File: config.mk
export PLATFORM = sky130hd
export DESIGN_NAME = load_store_unit
export DESIGN_NICKNAME = d
export VERILOG_FILES = /design/src/rtl/lsu_pkg.sv /design/src/rtl/lsu_lane_align.sv /design/src/rtl/load_store_unit.sv
export SDC_FILE = /design/constraint.sdc
export NUM_CORES = 1
export LEC_CHECK = 0
export ABC_AREA = 1
export CORE_ASPECT_RATIO = 0.7
export CORE_UTILIZATION = 35
export DETAILED_ROUTE_END_ITERATION = 12
export PLACE_DENSITY = 0.69
export SYNTH_ARGS = -nofsm -noshare
export SYNTH_HDL_FRONTEND = slang
export SYNTH_SLANG_ARGS = --single-unit
File: constraint.sdc
create_clock -name clk -period 4.65 [get_ports clk]
set_clock_uncertainty 0.2 [all_clocks]
set_input_delay 1.395 -clock clk [delete_from_list [all_inputs] [get_ports clk]]
set_output_delay 1.395 -clock clk [all_outputs]
set_load 0.05 [all_outputs]
File: src/rtl/lsu_pkg.sv
// Shared width codes, FSM encoding and request legality check for the load/store unit.
package lsu_pkg;

    localparam logic [2:0] F3_B  = 3'b000;
    localparam logic [2:0] F3_H  = 3'b001;
    localparam logic [2:0] F3_W  = 3'b010;
    localparam logic [2:0] F3_BU = 3'b100;
    localparam logic [2:0] F3_HU = 3'b101;

    localparam int STATE_W = 3;

    typedef enum logic [STATE_W-1:0] {
        S_IDLE   = 3'd0,
        S_READ   = 3'd1,
        S_RMW_RD = 3'd2,
        S_RMW_WR = 3'd3,
        S_WRITE  = 3'd4,
        S_RESP   = 3'd5
    } state_t;

    // funct3[1:0] encodes the access size for every legal code: 00 byte, 01 half, 10 word.
    function automatic logic lsu_is_err(input logic we, input logic [2:0] f3, input logic [1:0] a);
        logic legal;
        logic misal;
        if (we)
            legal = (f3 == F3_B) || (f3 == F3_H) || (f3 == F3_W);
        else
            legal = (f3 == F3_B) || (f3 == F3_H) || (f3 == F3_W) ||
                    (f3 == F3_BU) || (f3 == F3_HU);
        misal = ((f3[1:0] == 2'b01) && a[0]) ||
                ((f3[1:0] == 2'b10) && (a != 2'b00));
        return !legal || misal;
    endfunction

endpackage

File: src/rtl/lsu_lane_align.sv
// Combinational lane handling: load extract + sign/zero extend, and SB/SH lane merge.
// Zero latency; no flow control.
module lsu_lane_align
    import lsu_pkg::*;
(
    input  logic [31:0] i_word,
    input  logic [1:0]  i_addr_lo,
    input  logic [2:0]  i_funct3,
    input  logic [15:0] i_wdata,
    output logic [31:0] o_load_data,
    output logic [31:0] o_merged
);

    logic [7:0]  w_byte;
    logic [15:0] w_half;

    always_comb begin
        w_byte = i_word[{i_addr_lo, 3'b000} +: 8];
        w_half = i_word[{i_addr_lo[1], 4'b0000} +: 16];

        case (i_funct3)
            F3_B:    o_load_data = {{24{w_byte[7]}}, w_byte};
            F3_H:    o_load_data = {{16{w_half[15]}}, w_half};
            F3_W:    o_load_data = i_word;
            F3_BU:   o_load_data = {24'h0, w_byte};
            F3_HU:   o_load_data = {16'h0, w_half};
            default: o_load_data = '0;
        endcase

        // Only SB/SH reach the merge path, so the size bits alone pick the lane width.
        o_merged = i_word;
        if (i_funct3[1:0] == 2'b01)
            o_merged[{i_addr_lo[1], 4'b0000} +: 16] = i_wdata;
        else
            o_merged[{i_addr_lo, 3'b000} +: 8] = i_wdata[7:0];
    end

endmodule

File: src/rtl/load_store_unit.sv
// Word-aligned load/store engine with read-modify-write for SB/SH; LW 3, SW 2, SB/SH 4, ERR 1 cycles.
// One request in flight: req_ready only in IDLE, resp_valid is a single pulse with no backpressure.
module load_store_unit
    import lsu_pkg::*;
#(
    parameter int READ_LATENCY = 1
)
(
    input  logic        clk,
    input  logic        rst,
    input  logic        req_valid,
    output logic        req_ready,
    input  logic        req_we,
    input  logic [2:0]  req_funct3,
    input  logic [31:0] req_addr,
    input  logic [31:0] req_wdata,
    output logic        resp_valid,
    output logic [31:0] resp_rdata,
    output logic        resp_err,
    output logic        mem_we,
    output logic [31:0] mem_addr,
    output logic [31:0] mem_wd,
    input  logic [31:0] mem_rd
);

    localparam logic [1:0] C_RD_LAST = 2'(READ_LATENCY);

    state_t      r_state;
    state_t      w_next;
    logic        r_we;
    logic [2:0]  r_funct3;
    logic [31:0] r_addr;
    logic [31:0] r_wdata;
    logic        r_err;
    logic [1:0]  r_cnt;
    logic [31:0] r_rd_word;

    logic        w_accept;
    logic        w_req_err;
    logic        w_rd_last;
    logic [31:0] w_load_data;
    logic [31:0] w_merged;

    assign w_req_err = lsu_is_err(req_we, req_funct3, req_addr[1:0]);
    assign w_rd_last = (r_cnt == C_RD_LAST);
    assign mem_addr  = {r_addr[31:2], 2'b00};

    lsu_lane_align u_align (
        .i_word      (r_rd_word),
        .i_addr_lo   (r_addr[1:0]),
        .i_funct3    (r_funct3),
        .i_wdata     (r_wdata[15:0]),
        .o_load_data (w_load_data),
        .o_merged    (w_merged)
    );

    always_ff @(posedge clk) begin
        if (rst)
            r_state <= S_IDLE;
        else
            r_state <= w_next;
    end

    always_comb begin
        w_next     = r_state;
        w_accept   = 1'b0;
        req_ready  = 1'b0;
        resp_valid = 1'b0;
        resp_err   = 1'b0;
        resp_rdata = '0;
        mem_we     = 1'b0;
        mem_wd     = '0;
        case (r_state)
            S_IDLE: begin
                req_ready = 1'b1;
                if (req_valid) begin
                    w_accept = 1'b1;
                    if (w_req_err)
                        w_next = S_RESP;
                    else if (!req_we)
                        w_next = S_READ;
                    else if (req_funct3 == F3_W)
                        w_next = S_WRITE;
                    else
                        w_next = S_RMW_RD;
                end
            end
            S_READ: begin
                if (w_rd_last)
                    w_next = S_RESP;
            end
            S_RMW_RD: begin
                if (w_rd_last)
                    w_next = S_RMW_WR;
            end
            // A reset landing on a write cycle must not let the write through.
            S_RMW_WR: begin
                mem_we = !rst;
                mem_wd = w_merged;
                w_next = S_RESP;
            end
            S_WRITE: begin
                mem_we = !rst;
                mem_wd = r_wdata;
                w_next = S_RESP;
            end
            S_RESP: begin
                resp_valid = !rst;
                resp_err   = r_err;
                resp_rdata = (r_we || r_err) ? 32'h0 : w_load_data;
                w_next     = S_IDLE;
            end
            default: w_next = S_IDLE;
        endcase
    end

    always_ff @(posedge clk) begin
        if (rst) begin
            r_we      <= 1'b0;
            r_funct3  <= '0;
            r_addr    <= '0;
            r_wdata   <= '0;
            r_err     <= 1'b0;
            r_cnt     <= '0;
            r_rd_word <= '0;
        end else if (w_accept) begin
            r_we     <= req_we;
            r_funct3 <= req_funct3;
            r_addr   <= req_addr;
            r_wdata  <= req_wdata;
            r_err    <= w_req_err;
            r_cnt    <= '0;
        end else if ((r_state == S_READ) || (r_state == S_RMW_RD)) begin
            if (w_rd_last)
                r_rd_word <= mem_rd;
            else
                r_cnt <= r_cnt + 2'd1;
        end
    end

endmodule

==> notes.md, run 1 <==
Implementation summary

Looking at the max-slew report, the worst-margin pin has a slew of 0.631 ns. The post-cts hold-fix buffer tally is 0. The CTS log lists the clock sinks for this run as about 110.

The height of the die is about 120 µm. The total length of routed met2 wires is between 8 and 9 mm. The first-pass detailed-route iteration total is 6.

The endpoint of the worst setup timing path is mem_wd[30]. For the worst flop-to-flop path, the logic depth is 8. The report counts max-capacitance violations totalling 0.

Routed signal wires occupy layers up through met4. The run finished with clean final reports. The routed design has 22.0 mm of wire. The total setup buffers inserted after CTS is 0. In the global route stage, overall resource usage came out at a little under a quarter. The global routing report lists met2 layer usage as 32.0%. The startpoint of the worst-slack reg-to-reg timing path is r_state[0]$_SDFFE_PP0P_. After detailed routing, the met3 layer carries 2.24 mm of wire.

After detailed routing, the number of vias per cell comes to 5.13. After synthesis, the netlist uses 31 different library cells. The wire length of the first global-routing pass is 33.6 mm. TritonCTS built the clock tree. The via count of the first global-routing pass is 6025. The top cell type by area accounts for 33.0% of the synthesized area.

For the worst-skew pair, the clock arrives at the later sink with an insertion delay of 0.36 ns. The clock period could shrink to 4.40 ns. Per the detail_route report, DRC violations left total 0.
## run 1: state kept, by name, summed over array words and instances, names as in the netlist
signal,flops
r_addr,32
r_cnt,2
r_err,1
r_funct3,3
r_rd_word,32
r_state,3
r_wdata,32
r_we,1
## run 1: final cells by class
| class | instances | area [µm²] |
|---|---|---|
| flip-flops and latches | 106 | 2120 |
| repair buffers | 214 | 1970 |
| clock inverters | 5 | 103 |
| clock buffers | 11 | 233 |
| inverters | 151 | 569 |
| multi-input cells | 623 | 3160 |
| fillers | 1841 | 9550 |
| well taps | 236 | 295 |
## run 1: worst max-delay path: stages (launching register included)
cell     delay (ns)
dfxtp_1        0.59
inv_1          0.26
ha_1           0.40
inv_1          0.05
nand2_1        0.23
o22ai_1        0.14
o21ai_0        0.34
o21ai_0        0.20
buf_4          0.23
## run 1: placed cells by master (no fill, tap or decap), drive strengths merged, types with 6 or more instances in the layout
cell type / count
a21oi: 118
buf: 70
clkbuf: 11
clkdlybuf4s50: 142
clkinv: 12
dfxtp: 106
ha: 6
inv: 140
nand2: 132
nand3: 36
nand4: 11
nor2: 50
o211ai: 30
o21ai: 227
o22ai: 6
## run 1: power by group
group	internal [mW]	switching, mW
Clock	0.526	0.356
Sequential	1.12	0.163
Combinational	0.531	1.28
## run 1: per-stage QoR
stage	cell area, µm²	cells
after floorplan	6440	973
after global placement	8120	1330
after detailed placement	8120	1330
after CTS	8450	1346
after global routing	8460	1346
final	8460	1346
## run 1: cell families after synthesis
| family | count (synthesis) | share of synthesized area, % |
|---|---|---|
| other cells | 1 | 0.0583 |
| buf+inv | 244 | 17.9 |
| flops | 106 | 33.0 |
| fa+ha+maj | 6 | 1.17 |
| simple gates | 234 | 15.8 |
| compound gates | 381 | 32.1 |
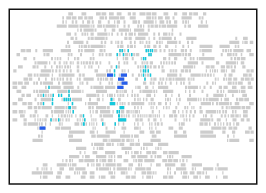
Run 1: selected gate families
(1.5 px per µm)
family	colour	cells
NOR gates	cyan	55
adder and majority cells	blue	6
commonest non-fill, non-tap cell in the layout: o21ai_0
logic share of the area: 37.4%
non-filler instance count after layout: 1346

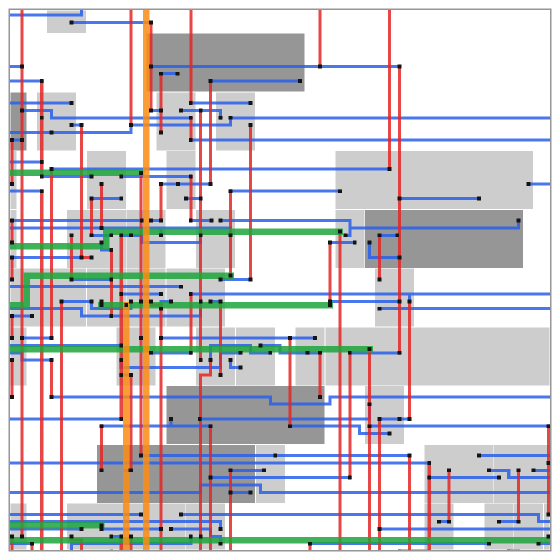
Run 1: layout detail
Region (111, 74) to (136, 99) µm. Cells in grey, sequential cells in the stronger grey; small squares are vias.
layer	colour
met3	green
met4	orange
met1	blue
met2	red
most frequent	a21oi_1 (7), o21ai_0 (6)
sequential cells in the window	4
netlist names of flops here include	r_rd_word (3), r_wdata (1)
cells with their middle in the window	33

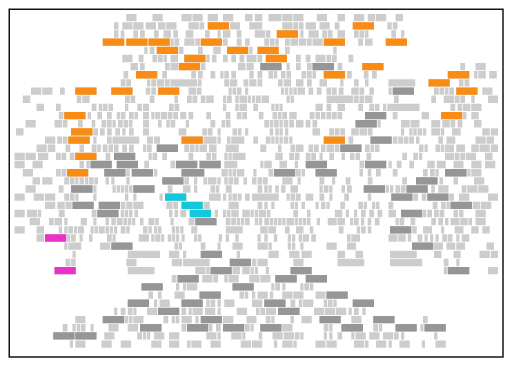
Run 1: where the registers sit
(3 px per µm)
netlist name	colour	sequential cells
r_funct3	cyan	3
r_cnt	magenta	2
r_wdata	orange	32

## Run 2: what changed since run 1
--- a/config.mk
+++ b/config.mk
@@ -10,6 +10,8 @@
 export CORE_UTILIZATION = 35
 export DETAILED_ROUTE_END_ITERATION = 12
 export PLACE_DENSITY = 0.69
+export SETUP_SLACK_MARGIN = 0.05
+export SKIP_LAST_GASP = 1
 export SYNTH_ARGS = -nofsm -noshare
 export SYNTH_HDL_FRONTEND = slang
 export SYNTH_SLANG_ARGS = --single-unit
==> run 2 against run 1 <==
Effect of this change: wire length fell by 0.22%; cell count did not move; critical path type unchanged; fmax barely moved; area after synthesis did not move.
==> notes.md, run 2 <==
Implementation summary

The flow ran to the end, and the final reports show no timing, DRC or antenna violations. The share of synthesized cell area in and-or and or-and compound cells is 32.1%. The smallest clock period supported by the final layout is computed as about 4.4 ns. The most common logic cells in the final layout are o21ai_0 (181), clkdlybuf4s50_1 (142), inv_1 (129). The overall track demand over capacity in global routing is 23.3%. Per the skew report, the later register of the worst-skew pair sees a clock latency of 0.36 ns.

The per-cell via count in the routed design is 5.12. The post-cts hold-fix buffer tally is 0. The fraction of post-synthesis cell area in the top cell type by area is 33.0%.

The cell-mix breakdown from Yosys lists the adder-cell area share as 1.17%. The pre-antenna-repair detailed-routing pass consisted of 6 iterations. The longest incremental delay of any stage on the critical path is reported as approximately 0.59 ns.

The slowest stage cell on the critical path is dfxtp_1. The height of the die is roughly 120 µm. The placed instance count is 1330.

The top cell type in the final layout, fill and taps aside, is o21ai_0. The via count of the first global-routing pass was 6027. The clock net sink count is 106.

The TritonCTS clock tree is yes. The cell sequence reported for the critical path is inv_1, ha_1, inv_1, nand2_1, o22ai_1, o21ai_0, o21ai_0, buf_4. The post-detailed-placement cell area is 0.00812 mm². The kind of cell with the highest combined delay along the critical path is AND-OR/OR-AND gates.
-- run 2: cell counts after synthesis --
Identical to the previous run, type by type.
-- run 2: metrics by stage --
| stage | hold WS (ns) | utilization [%] |
|---|---|---|
| floorplan | 0.225 | - |
| global placement | 0.234 | 45.1 |
| detailed placement | 0.242 | 45.1 |
| CTS | 0.252 | 46.9 |
| global route | 0.269 | 46.9 |
| finish | 0.249 | 46.9 |
-- run 2: final timing paths --
path                                                   end  cells past startpoint                     start  slack, ns
worst min register to register    r_wdata[20]$_SDFFE_PP0P_                      2  r_wdata[20]$_SDFFE_PP0P_       0.25
worst min-delay path              r_wdata[20]$_SDFFE_PP0P_                      2  r_wdata[20]$_SDFFE_PP0P_       0.25
worst max-delay path                            mem_wd[30]                      8    r_addr[0]$_SDFFE_PP0P_       0.25
worst max register to register  r_rd_word[15]$_SDFFE_PP0P_                      8   r_state[0]$_SDFFE_PP0P_       2.40
-- run 2: worst register-to-register path: stages (launching register included) --
cell     delay, ns
dfxtp_1       0.39
inv_2         0.08
nor2_2        0.12
nand2_1       0.08
nand2_2       0.10
nand2_2       0.31
buf_4         0.38
o21ai_0       0.41
a21oi_1       0.07
-- run 2: where the power goes --
group / internal, mW / leakage, nW / switching, mW
registers: 1.12 / 0.868 / 0.163
logic: 0.530 / 2.26 / 1.28
clock network: 0.526 / 0.160 / 0.356
total: 2.18 / 3.28 / 1.80
-- run 2: area by class of cell --
class,instances,area (µm²)
clock inverters,5,103
repair buffers,214,1960
clock buffers,11,233
inverters,151,569
flip-flops and latches,106,2120
multi-input cells,623,3160
well taps,236,295
fillers,1845,9550
-- run 2: layer usage --
layer	track usage, %	vias up
met5	0	-
met4	5.31	0
met3	6.55	23
met2	32.0	308
met1	35.1	3109
li1	-	3446
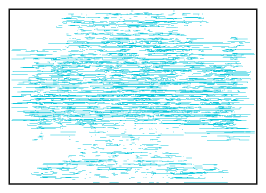
Run 2: signal wires on met1
(1.5 px per µm)
main direction	horizontal
nets with wire on the layer	1109
longest straight run	55.7 µm
wire length on this layer	10700 µm
share of all routed wire	49%
GR Layer Usage met1: 35.1%
via total after detailed routing: 6886
Final Routed Wirelength: 22.0 mm

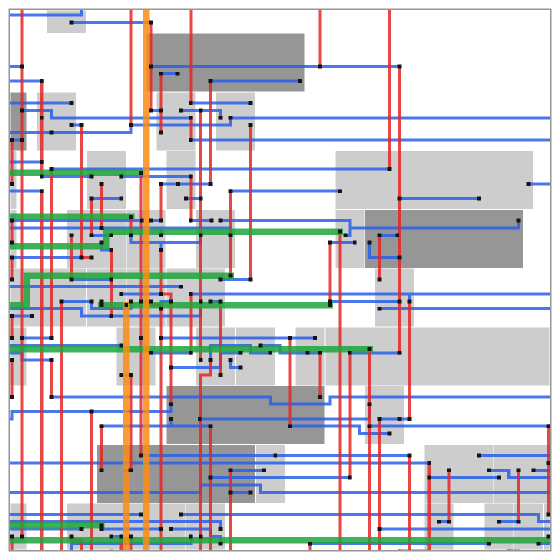
Run 2: layout detail
Region (111, 74) to (136, 99) µm. Cells in grey, sequential cells in the stronger grey; small squares are vias.
layer	colour
met2	red
met4	orange
met3	green
met1	blue
cells with their middle in the window	33
netlist names of flops here include	r_rd_word (3), r_wdata (1)
sequential cells in the window	4
most frequent	a21oi_1 (7), o21ai_0 (6)

## Run 3: what changed since run 2
--- a/config.mk
+++ b/config.mk
@@ -9,9 +9,12 @@
 export CORE_ASPECT_RATIO = 0.7
 export CORE_UTILIZATION = 35
 export DETAILED_ROUTE_END_ITERATION = 12
-export PLACE_DENSITY = 0.69
+export HOLD_SLACK_MARGIN = 0.02
+export PLACE_DENSITY = 0.68
 export SETUP_SLACK_MARGIN = 0.05
 export SKIP_LAST_GASP = 1
+export SLEW_MARGIN = 25
 export SYNTH_ARGS = -nofsm -noshare
 export SYNTH_HDL_FRONTEND = slang
+export SYNTH_HIERARCHICAL = 1
 export SYNTH_SLANG_ARGS = --single-unit
==> run 3 against run 2 <==
Effect of this change: critical endpoint is now mem_wd[25]; fmax rose by 1.7%; total power up 2.8%; via count up 7.0%; sequential share of layout area is 3.0 points lower; highest routed layer unchanged; design area up 14%.
==> notes.md, run 3 <==
Implementation summary

The cell-internal power is 2.17 mW. The largest registers in the layout are r_addr x32, r_rd_word x32, r_wdata x32. The run finished with clean final reports. The share of the core filled with cells is 50.1%. The count of buffer and inverter cells on the critical path is 3. The capture point of the worst reg-to-reg path is r_rd_word[8]$_SDFFE_PP0P_. Across every metal layer, demand over resource in global routing totals 22.0%. The measured slew at the worst slew-check pin is 0.950 ns. On the critical path the largest part of the delay comes from buffers and inverters. The flow reports that sequential cells draw 32.0% of the design power.

The cell depth of the worst min-delay path is 2. For the worst-skew pair, the clock arrives at the later sink with an insertion delay of 0.37 ns. In the final layout, flip-flops and latches occupy 0.00213 mm².

The number of filler cells placed in the layout is 1936. The time the worst path needs with I/O delays and setup is 4.33 ns. The worst slack on hold paths is about 0.25 ns. The TritonCTS clock tree is yes. The cell that appears most often on the critical path is inv_2. According to the timing report, the critical path is launched from r_addr[1]$_SDFFE_PP0P_.

The proportion of power drawn by combinational gates is just under 50%. The final layout contains routed wiring with a total length of 22.5 mm. STA lists the startpoint of the worst hold path as r_wdata[21]$_SDFFE_PP0P_. The hold path endpoint is r_wdata[21]$_SDFFE_PP0P_. The report lists the cells along the critical path as inv_2, ha_1, inv_2, nand2_1, nor2_2, a21oi_1, nor2_1, nand3_1, o21ai_0, buf_12.

The slowest stage cell on the critical path is dfxtp_4. The final design instance area without fill is 0.00962 mm². The number of vias after detailed routing is between 7000 and 8000. Per the synthesis report, the single largest cell type by area occupies 30.5% of cell area. The power report shows net switching accounting for a little under half of the total.

The first-pass detailed-route iteration total is 6. The total setup buffers inserted after CTS is 0. The number of hold buffers added after CTS was 0. The number of cells on the worst reg-to-reg path is 8.

The post-detailed-placement cell area is 0.00931 mm². The max-cap check violation count is 0. The analysis attributes to net switching a power of 1.92 mW.

The first global-routing pass estimated 35.2 mm of wire. The count of unresolved DRC violations after routing is 0. Among logic cells in the layout, the one with the most instances is nand2_1. According to the timing report, the critical path is captured at mem_wd[25].

The via count of the first global-routing pass is 6701. In this design, the stage delay of the slowest critical-path cell is 0.47 ns. In the final layout, the multi-input gates occupy roughly 0.0037 mm². The clock net sink count is 106.

The height of the die is around 120 µm.
run 3: cell count changes after synthesis, moves of 9 or more:
cell,change
nor2_1,+75
nand2_1,+58
o21ai_0,-54
a21oi_1,-37
nor3b_1,+32
o211ai_1,-25
nand3_2,+24
o21ai_1,+22
a21oi_2,-20
nand3_1,+12
clkinv_1,-11
buf_6,+9
nand4_1,+9
run 3: routing by layer:
layer | vias up | routed length, µm | GRT usage, %
met5 | - | 0 | 0
met4 | 0 | 221 | 5.12
met3 | 17 | 2380 | 6.46
met2 | 343 | 9460 | 31.9
met1 | 3306 | 10400 | 31.7
li1 | 3700 | - | -
run 3: kinds of logic after synthesis:
group / Yosys count / synth area share [%]
fa+ha+maj: 6 / 1.08
compound gates: 270 / 19.8
simple gates: 457 / 31.5
other cells: 1 / 0.0540
buf+inv: 236 / 17.0
flops: 106 / 30.5
run 3: worst register-to-register path: stages, from the launching register on:
cell     delay [ns]
dfxtp_1        0.39
inv_2          0.08
nor2_4         0.57
nand2_1        0.14
nand2_2        0.13
nand2_2        0.35
inv_2          0.63
nor2_1         0.10
nor2_1         0.13
run 3: cell type report:
type | count | area share (%)
inverter | 134 | 5.23
sequential | 106 | 22.1
timing repair buffer | 209 | 28.1
multi-input combinational | 735 | 38.0
tap | 264 | 3.43
clock inverter | 7 | 0.819
clock buffer | 9 | 2.34
run 3: power groups by stage:
stage | sequential [mW] | combinational (mW) | clock (mW)
3_5_place_dp | 1.32 | 1.96 | 0
5_1_grt | 1.33 | 2.17 | 0.851
2_1_floorplan | 1.25 | 1.53 | 0
4_1_cts | 1.30 | 1.97 | 0.821
6_report | 1.31 | 1.98 | 0.795
3_3_place_gp | 1.32 | 1.94 | 0
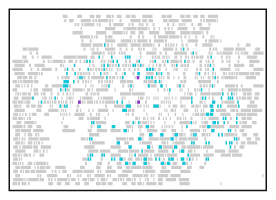
Run 3: selected gate families
(1.5 px per µm)
family	colour	cells
NOR gates	cyan	171
AND and OR gates	purple	3
non-filler instance count after layout: 1464
logic share of the area: 38.0%

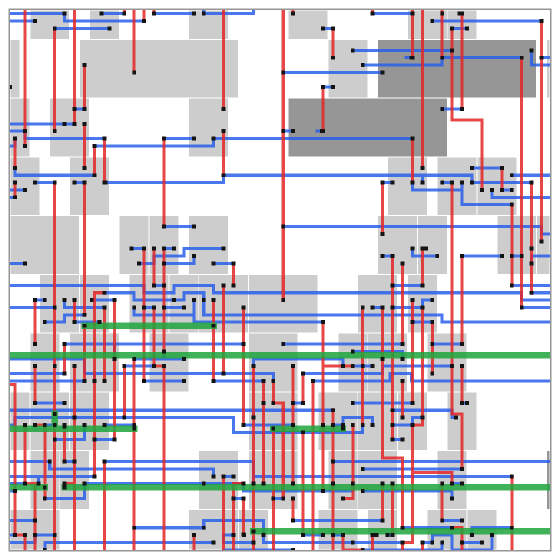
Run 3: layout detail
Region (115, 77) to (140, 102) µm. Cells in grey, sequential cells in the stronger grey; small squares are vias.
layer	colour
met2	red
met3	green
met1	blue
most frequent	o21ai_0 (12), nor2_1 (7)
sequential cells in the window	2
cells with their middle in the window	54
netlist names of flops here include	r_wdata (2)


## Gallery

Congestion heat map.
shot_01.png
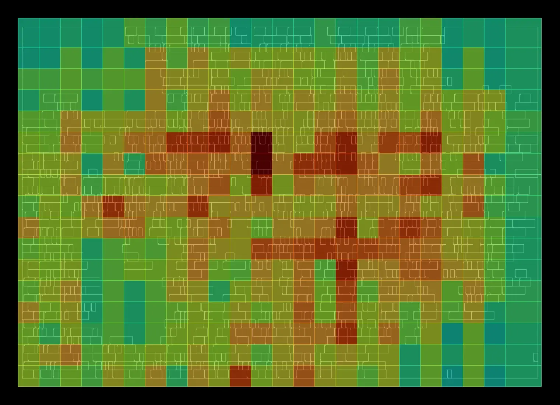
shot_02.png
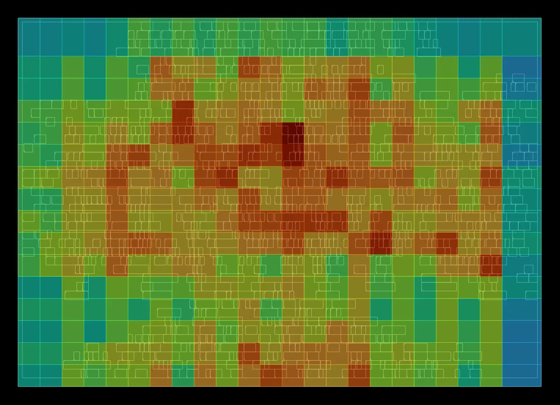
- shot_02.png = run 1
- shot_01.png = run 3

Power and IR drop assume default switching activity.
